### src/rtl/ldpc_dec_pkg.sv
// Shared types and frame geometry for the LDPC decoder input path.
// Blocks-per-run default, used when the integration does not supply one.
`ifndef BlkNumperDecoder
`define BlkNumperDecoder 4
`endif

package ldpc_dec_pkg;

  typedef enum logic [1:0] {
    IDLE   = 2'd0,
    ARM    = 2'd1,
    STREAM = 2'd2
  } state_e;

  localparam int SHORT_LEN_D = 16;
  localparam int LONG_LEN_D  = 128;

  function automatic int frame_len(input int short_len, input int long_len);
    return 3 * short_len + long_len;
  endfunction

  localparam int FRAME_LEN = frame_len(SHORT_LEN_D, LONG_LEN_D);

  // Sub-blocks 0..2 are short, sub-block 3 is the long tail.
  function automatic int sub_len(input logic [1:0] idx, input int short_len, input int long_len);
    return (idx == 2'd3) ? long_len : short_len;
  endfunction

endpackage

### src/rtl/subblk_counter.sv
// Sub-block local beat counter and index; flags the last beat of each
// sub-block (wrap) and the beat where the buffer address should advance.
module subblk_counter
  import ldpc_dec_pkg::*;
#(
  parameter int SHORT_LEN = 16,
  parameter int LONG_LEN  = 128,
  parameter int ADDR_LEAD = 4
) (
  input  logic       clk,
  input  logic       rst_n,
  input  logic       clr,
  input  logic       en,
  output logic [1:0] sub_idx,
  output logic       wrap,
  output logic       addr_adv
);

  localparam int LW = $clog2(LONG_LEN);

  logic [LW-1:0] loc;
  logic [LW-1:0] len_m1;
  logic [LW-1:0] lead_pt;

  always_comb begin
    len_m1  = LW'(sub_len(sub_idx, SHORT_LEN, LONG_LEN) - 1);
    lead_pt = LW'(sub_len(sub_idx, SHORT_LEN, LONG_LEN) - ADDR_LEAD);
  end

  assign wrap     = en && (loc == len_m1);
  assign addr_adv = en && (loc == lead_pt);

  // Index wraps 3 -> 0 on the final beat, so it is back at 0 for IDLE.
  always_ff @(posedge clk or negedge rst_n) begin
    if (!rst_n) begin
      loc     <= '0;
      sub_idx <= 2'd0;
    end else if (clr) begin
      loc     <= '0;
      sub_idx <= 2'd0;
    end else if (wrap) begin
      loc     <= '0;
      sub_idx <= sub_idx + 2'd1;
    end else if (en) begin
      loc     <= loc + LW'(1);
    end
  end

endmodule

### src/rtl/app_input_loader.sv
// Streams one code block of initial APP messages per frame into LDPC_Dec:
// FSM (IDLE/ARM/STREAM), frame beat counter, buffer address and end_all.
`ifndef BlkNumperDecoder
`define BlkNumperDecoder 4
`endif

module app_input_loader
  import ldpc_dec_pkg::*;
#(
  parameter int SHORT_LEN = 16,
  parameter int LONG_LEN  = 128,
  parameter int ADDR_LEAD = 4,
  parameter int ADDR_W    = 2,
  parameter int BLK_NUM   = `BlkNumperDecoder,
  parameter int CNT_W     = 3
) (
  input  logic              clk,
  input  logic              rst_n,
  input  logic              ready,
  input  logic              buffer_ready,
  input  logic              decode_valid,
  input  logic [CNT_W-1:0]  decode_valid_cnt,
  output logic [ADDR_W-1:0] buffer_addr,
  output logic              buffer_valid,
  output logic              buffer_start,
  output logic              buffer_last,
  output logic [1:0]        APPmsg_ini_sub_x,
  output logic              busy,
  output logic              end_all
);

  localparam int FLEN = frame_len(SHORT_LEN, LONG_LEN);
  localparam int BW   = $clog2(FLEN);
  localparam logic [BW-1:0]    LAST_BEAT = BW'(FLEN - 1);
  localparam logic [CNT_W-1:0] LAST_BLK  = CNT_W'(BLK_NUM - 1);

  state_e        state, state_nxt;
  logic          arm_cnt;
  logic [BW-1:0] beat;
  logic          streaming;
  logic          sub_wrap;
  logic          addr_adv;
  logic          frame_done;

  assign streaming  = (state == STREAM);
  assign frame_done = sub_wrap && (APPmsg_ini_sub_x == 2'd3);

  subblk_counter #(
    .SHORT_LEN (SHORT_LEN),
    .LONG_LEN  (LONG_LEN),
    .ADDR_LEAD (ADDR_LEAD)
  ) u_subblk (
    .clk      (clk),
    .rst_n    (rst_n),
    .clr      (!streaming),
    .en       (streaming),
    .sub_idx  (APPmsg_ini_sub_x),
    .wrap     (sub_wrap),
    .addr_adv (addr_adv)
  );

  always_comb begin
    state_nxt = state;
    unique case (state)
      IDLE:    if (ready && buffer_ready && !end_all) state_nxt = ARM;
      ARM:     if (arm_cnt) state_nxt = STREAM;
      STREAM:  if (frame_done) state_nxt = IDLE;
      default: state_nxt = IDLE;
    endcase
  end

  always_ff @(posedge clk or negedge rst_n) begin
    if (!rst_n) begin
      state   <= IDLE;
      arm_cnt <= 1'b0;
      beat    <= '0;
    end else begin
      state   <= state_nxt;
      arm_cnt <= (state == ARM) ? !arm_cnt : 1'b0;
      beat    <= (streaming && !frame_done) ? beat + BW'(1) : '0;
    end
  end

  // Address is cleared on the final beat so IDLE always presents 0,
  // even for geometries where the lead points do not sum to a full wrap.
  always_ff @(posedge clk or negedge rst_n) begin
    if (!rst_n) begin
      buffer_addr <= '0;
    end else if (!streaming || frame_done) begin
      buffer_addr <= '0;
    end else if (addr_adv) begin
      buffer_addr <= buffer_addr + ADDR_W'(1);
    end
  end

  always_ff @(posedge clk or negedge rst_n) begin
    if (!rst_n)                                           end_all <= 1'b0;
    else if (decode_valid && decode_valid_cnt == LAST_BLK) end_all <= 1'b1;
  end

  // Outputs decode only flops; no input reaches an output combinationally.
  assign busy         = (state != IDLE);
  assign buffer_valid = streaming;
  assign buffer_start = streaming && (beat == '0);
  assign buffer_last  = streaming && (beat == LAST_BEAT);

endmodule
### config.mk
export PLATFORM = sky130hd
export DESIGN_NAME = app_input_loader
export DESIGN_NICKNAME = d
export VERILOG_FILES = /design/src/rtl/ldpc_dec_pkg.sv /design/src/rtl/subblk_counter.sv /design/src/rtl/app_input_loader.sv
export SDC_FILE = /design/constraint.sdc
export NUM_CORES = 1
export LEC_CHECK = 0
export ABC_AREA = 1
export CAP_MARGIN = 40
export CORE_MARGIN = 8
export CORE_UTILIZATION = 50
export CTS_BUF_LIST = sky130_fd_sc_hd__clkbuf_4
export DETAILED_ROUTE_END_ITERATION = 8
export PLACE_DENSITY = 0.78
export SETUP_SLACK_MARGIN = 0.2
export SYNTH_ARGS = -nofsm -noshare
export SYNTH_HDL_FRONTEND = slang
export SYNTH_SLANG_ARGS = --single-unit
### constraint.sdc
create_clock -name clk -period 1.2 [get_ports clk]
set_input_delay 0.24 -clock clk [delete_from_list [all_inputs] [get_ports clk]]
set_output_delay 0.24 -clock clk [all_outputs]
set_load 0.02 [all_outputs]
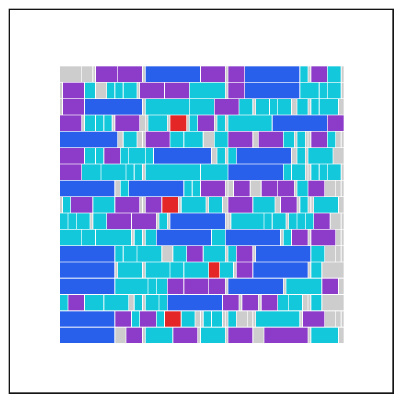
(placed cells, one color a class)
Scale: 6 px per um. Fill, decap, tap and diode cells in gray.
| color | class | cells | share of their area |
|---|---|---|---|
| blue | sequential cells | 23 | 30% |
| red | clock drivers and dummy loads | 4 | 1.4% |
| cyan | combinational and other logic | 118 | 42% |
| purple | remaining buffers and delay cells | 55 | 27% |

==> flow_results.org <==
#+TITLE: Physical design notes

** Layout
- Layout Cell Area excl Fill :: roughly 2000 sq um
- Share of the core filled with cells in the final layout :: 0.901
- The finished layout holds 228 standard cells, fillers aside.
- Fin nets :: roughly 210
- The filler cells instantiated in the layout total 89.
- Share of layout cells above drive strength 1 :: 0.535
- Layout area overhead :: 73.2%
- Diodes inserted :: 0

** Floorplanning
- Die boundary height :: around 64 um
- The initialized floorplan defines 17 standard-cell rows.
- Per the OpenROAD floorplan log, the area of the die is approximately 4100 sq um.
- Width of the die :: around 64 um
- Std-Cell Core Area :: around 2200 sq um
- Effective utilization at floorplan :: 0.520
- During I/O placement, the number of pins put on the boundary was 17.

** Power and ir drop
- Total power normalized to cell area comes to 610 nW/um^2.
- The share of total power dissipated in combinational logic is 0.039.
- Sw frac :: 0.230
- Per the OpenROAD power report, leakage power amounts to ~0.9 nW.
- Worst VDD drop :: about 0.73 mV
- NetSw :: approximately 0.00028 W
- Internal power comes to between 0.0009 and 0.001 W.
- Proportion of power drawn by flip-flops and latches :: 0.644
- The share of total power dissipated in the clock network is 0.317.

** STA
- Clock Skew :: between 15 and 20 ps
- In the final report, the number of hold violations comes to 0.
- Post-route period utilization is reported as 1.45.
- Worst max-slew margin expressed relative to the limit :: 0.788
- RSZ-0062 raised after global routing :: true
- Final critical-path required period :: approximately 1700 ps
- Hold is met by 250 ps.
- Per the timing report, the achievable frequency comes out to ~580 MHz.
- Setup slack on the critical path of the routed design comes to -537 ps.
- From the final report, the count of setup violators was given as 25.
- Worst slew pin tran :: roughly 320 ps
- Max-slew violation total from the final report :: 0

** Clock network
- CTS tree :: yes
- Count of hold-fix buffers inserted at cts :: 0
- H-tree depth :: 1
- Clock Root Buffer :: sky130_fd_sc_hd__clkbuf_4
- Max Root-Sink Buffers :: 2
- The number of clock buffers added by TritonCTS is 3.
- The clock reaches the later pin of the worst-skew pair after about 330 ps.
- The clock net in this run drives a total of 23 sinks.
- Clock-pin slew was measured on the worst setup and hold paths at around 140 ps.

** Placed design
- Placed instance area :: around 1500 sq um
- Placed Instances :: 206
- Pre-CTS setup slack :: -524 ps
- Total half-perimeter wirelength after legalization and detailed placement :: about 2.0 mm
- Weighted congestion at the end of routability-driven global placement :: between 0.8 and 0.9
- Port buffering added 16 buffers.

** Yosys
- After synthesis, the design contains approximately 140 cells according to Yosys.
- Number of distinct library cell variants in the gate-level netlist after synthesis :: 19
- Ys Warns :: 0
- Averaged over all synthesized cells, the footprint is 8.08 sq um.
- Once synthesis finished, the tally of register bits stood at 23.
- The share of the Yosys chip area taken by registers is 0.505.
- Floorplan net count :: 154
- Chip area estimate from yosys synthesis :: between 1000 and 1500 sq um
- Post-synth design cell area :: approximately 1100 sq um
- Gate count after technology mapping :: 141

** Drt
- Number of detailed-routing iterations run before antenna repair :: 4
- Detailed router's first-iteration violation count :: between 60 and 70
- Post-detailed-route via-to-cell ratio :: between 5 and 6
- Per the post-route antenna check, the number of violating nets is 0.
- The script parses the final routing iteration and logs DRC violations as 0.
- In the post-route report, total wirelength is listed as between 4 and 5 mm.
- Routed length per instance :: approximately 20 um
- The routed layout has 1276 vias.

** Run
- Number of warnings the tools reported :: 31
- Max-capacitance violation count :: 0

** GRT
- The first global-routing pass estimated approximately 5.2 mm of wire.
- Summed over all layers, the global routing overflow is 0.
- Entering global routing, the biggest net connects 24 pins.
- Vias in the first global route :: ~1200
- The global routing stage identified its most utilized layer as met2.
- Antenna violations before repair :: 0

** Worst setup path
- The longest incremental delay of any stage on the critical path is reported as about 460 ps.
- Per the timing report, the biggest fanout along the worst path comes to 4.
- STA classifies the critical path endpoint as an output port.
- Looking at the critical path, the single cell with the biggest stage delay is sky130_fd_sc_hd__dfrtp_1.
- STA classifies the critical path startpoint as a flip-flop.
- STA puts the critical path data required time at around 960 ps.
- In the setup report, the worst path falls into the class reg2out.
- Critical path, cell by cell :: inv_1 -> ha_1 -> nand3_1 -> nor2_2 -> buf_6
- Arrival time of the worst setup path :: ~1500 ps

** Status
- The checks that failed: negative setup slack.
- The flow ran to the end, but the final reports show violations.

** Min path
- Type of the tightest min-delay check :: in2async
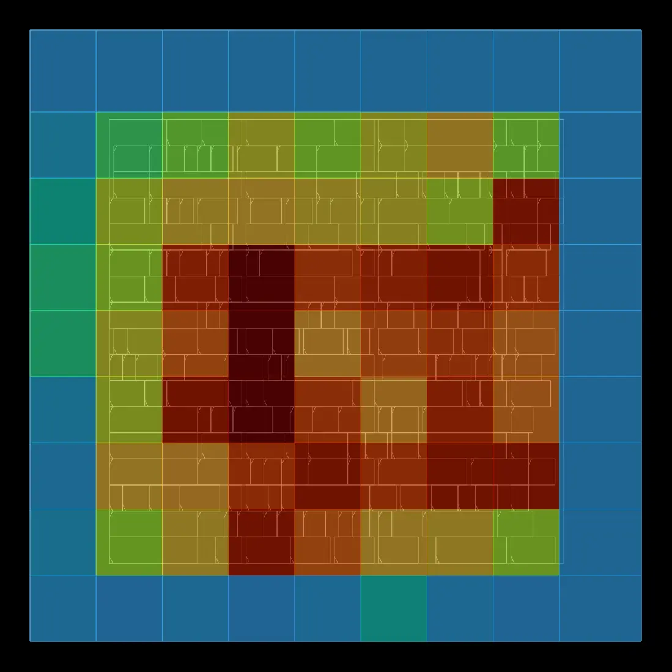
(track usage over the die)
met2 routing resource usage after global routing: 0.292
GRT Total Usage: 0.156
met3 GRT Util: 0.0244
fraction of met1 tracks used by global routing: 0.163

per-layer routing:
metal / wire length, um / share of wire
met2: 2330 / 0.52
met4: 296 / 0.066
met1: 1620 / 0.36
met5: 0 / 0
met3: 212 / 0.048
state kept, by name, summed over array words and instances (netlist names):
register          flops
state                 2
arm_cnt               1
u_subblk.loc          7
buffer_addr           2
end_all               1
beat                  8
u_subblk.sub_idx      2
kinds of logic (layout without fill, tap and decap cells):
logic type / count (synthesis) / count (layout) / share of synthesized area
AND-OR/OR-AND: 9 / 9 / 0.0439
adder cells (fa/ha/maj): 5 / 5 / 0.0549
buffers and inverters: 22 / 81 / 0.0724
AND/OR/NAND/NOR: 80 / 80 / 0.308
flip-flops: 23 / 23 / 0.505
XOR/XNOR: 2 / 2 / 0.0154
placed cells by master (no fill, tap or decap), drive strengths merged:
master,n
ha,5
dfrtp,23
clkbuf,3
nor3,5
nand2,32
o21bai,1
o21ai,3
a21oi,4
clkdlybuf4s50,7
nand4,4
clkinv,1
or2,1
xor2,2
buf,48
nor4,1
nand3,10
inv,22
nor2,27
o31ai,1
critical path, delay by kind of cell (launching register included):
family        cells  cell delay (ps)
simple gates      2              230
buf+inv           2              260
flops             1              460
fa+ha+maj         1              210
synth_stat cells (all sizes together):
master   n  area, sq um
nand3   10         50.1
o21bai   1         7.51
nor2    27          109
ha       5         62.6
nand2   32          130
nor4     1         6.26
xor2     2         17.5
dfrtp   23          576
nor3     5         25.0
nand4    4         25.0
inv     22         82.6
o31ai    1         7.51
a21oi    4         20.0
o21ai    3         15.0
or2      1         6.26
area by class of cell:
| cell class | count | area [sq um] | area share |
|---|---|---|---|
| Clock buffer | 3 | 22.5 | 0.0114 |
| Clock inverter | 1 | 5.00 | 0.00253 |
| Inverter | 22 | 87.6 | 0.0444 |
| Multi-Input combinational cell | 96 | 731 | 0.370 |
| Sequential cell | 23 | 579 | 0.293 |
| Tap cell | 28 | 35.0 | 0.0177 |
| Timing Repair Buffer | 55 | 514 | 0.260 |
worst paths after layout:
path | from | end | slack (ps) | depth (start not counted)
worst min register to register | arm_cnt | arm_cnt | 510 | 1
min in group clk | ready | state[0] | 500 | 3
worst max register to register | u_subblk.loc[1] | buffer_addr[0] | -310 | 8
max in group asynchronous | rst_n | u_subblk.loc[0] | 790 | 2
worst max-delay path | beat[0] | buffer_start | -540 | 5
worst min-delay path | rst_n | beat[0] | 250 | 2
metrics by stage:
stage               setup TNS [ps]  total power (W)
floorplan                     -229         0.000791
global placement             -2280         0.000835
detailed placement           -3270         0.000836
CTS                          -3360          0.00119
global route                 -6650          0.00122
finish                       -5700          0.00120
power groups by stage:
| stage | Sequential [W] | Clock, W | Combinational (W) |
|---|---|---|---|
| 3_5_place_dp | 0.000790 | 0 | 0.0000465 |
| 3_3_place_gp | 0.000790 | 0 | 0.0000455 |
| 2_1_floorplan | 0.000790 | 0 | 0.000000657 |
| 4_1_cts | 0.000775 | 0.000368 | 0.0000469 |
| 6_report | 0.000775 | 0.000382 | 0.0000469 |
| 5_1_grt | 0.000775 | 0.000395 | 0.0000512 |
timing repair:
action,in CTS,in global routing
setup endpoints to repair,30,30
buffers inserted,10,8
pin swaps,9,16
resized,91,32
Power and IR drop assume default switching activity.
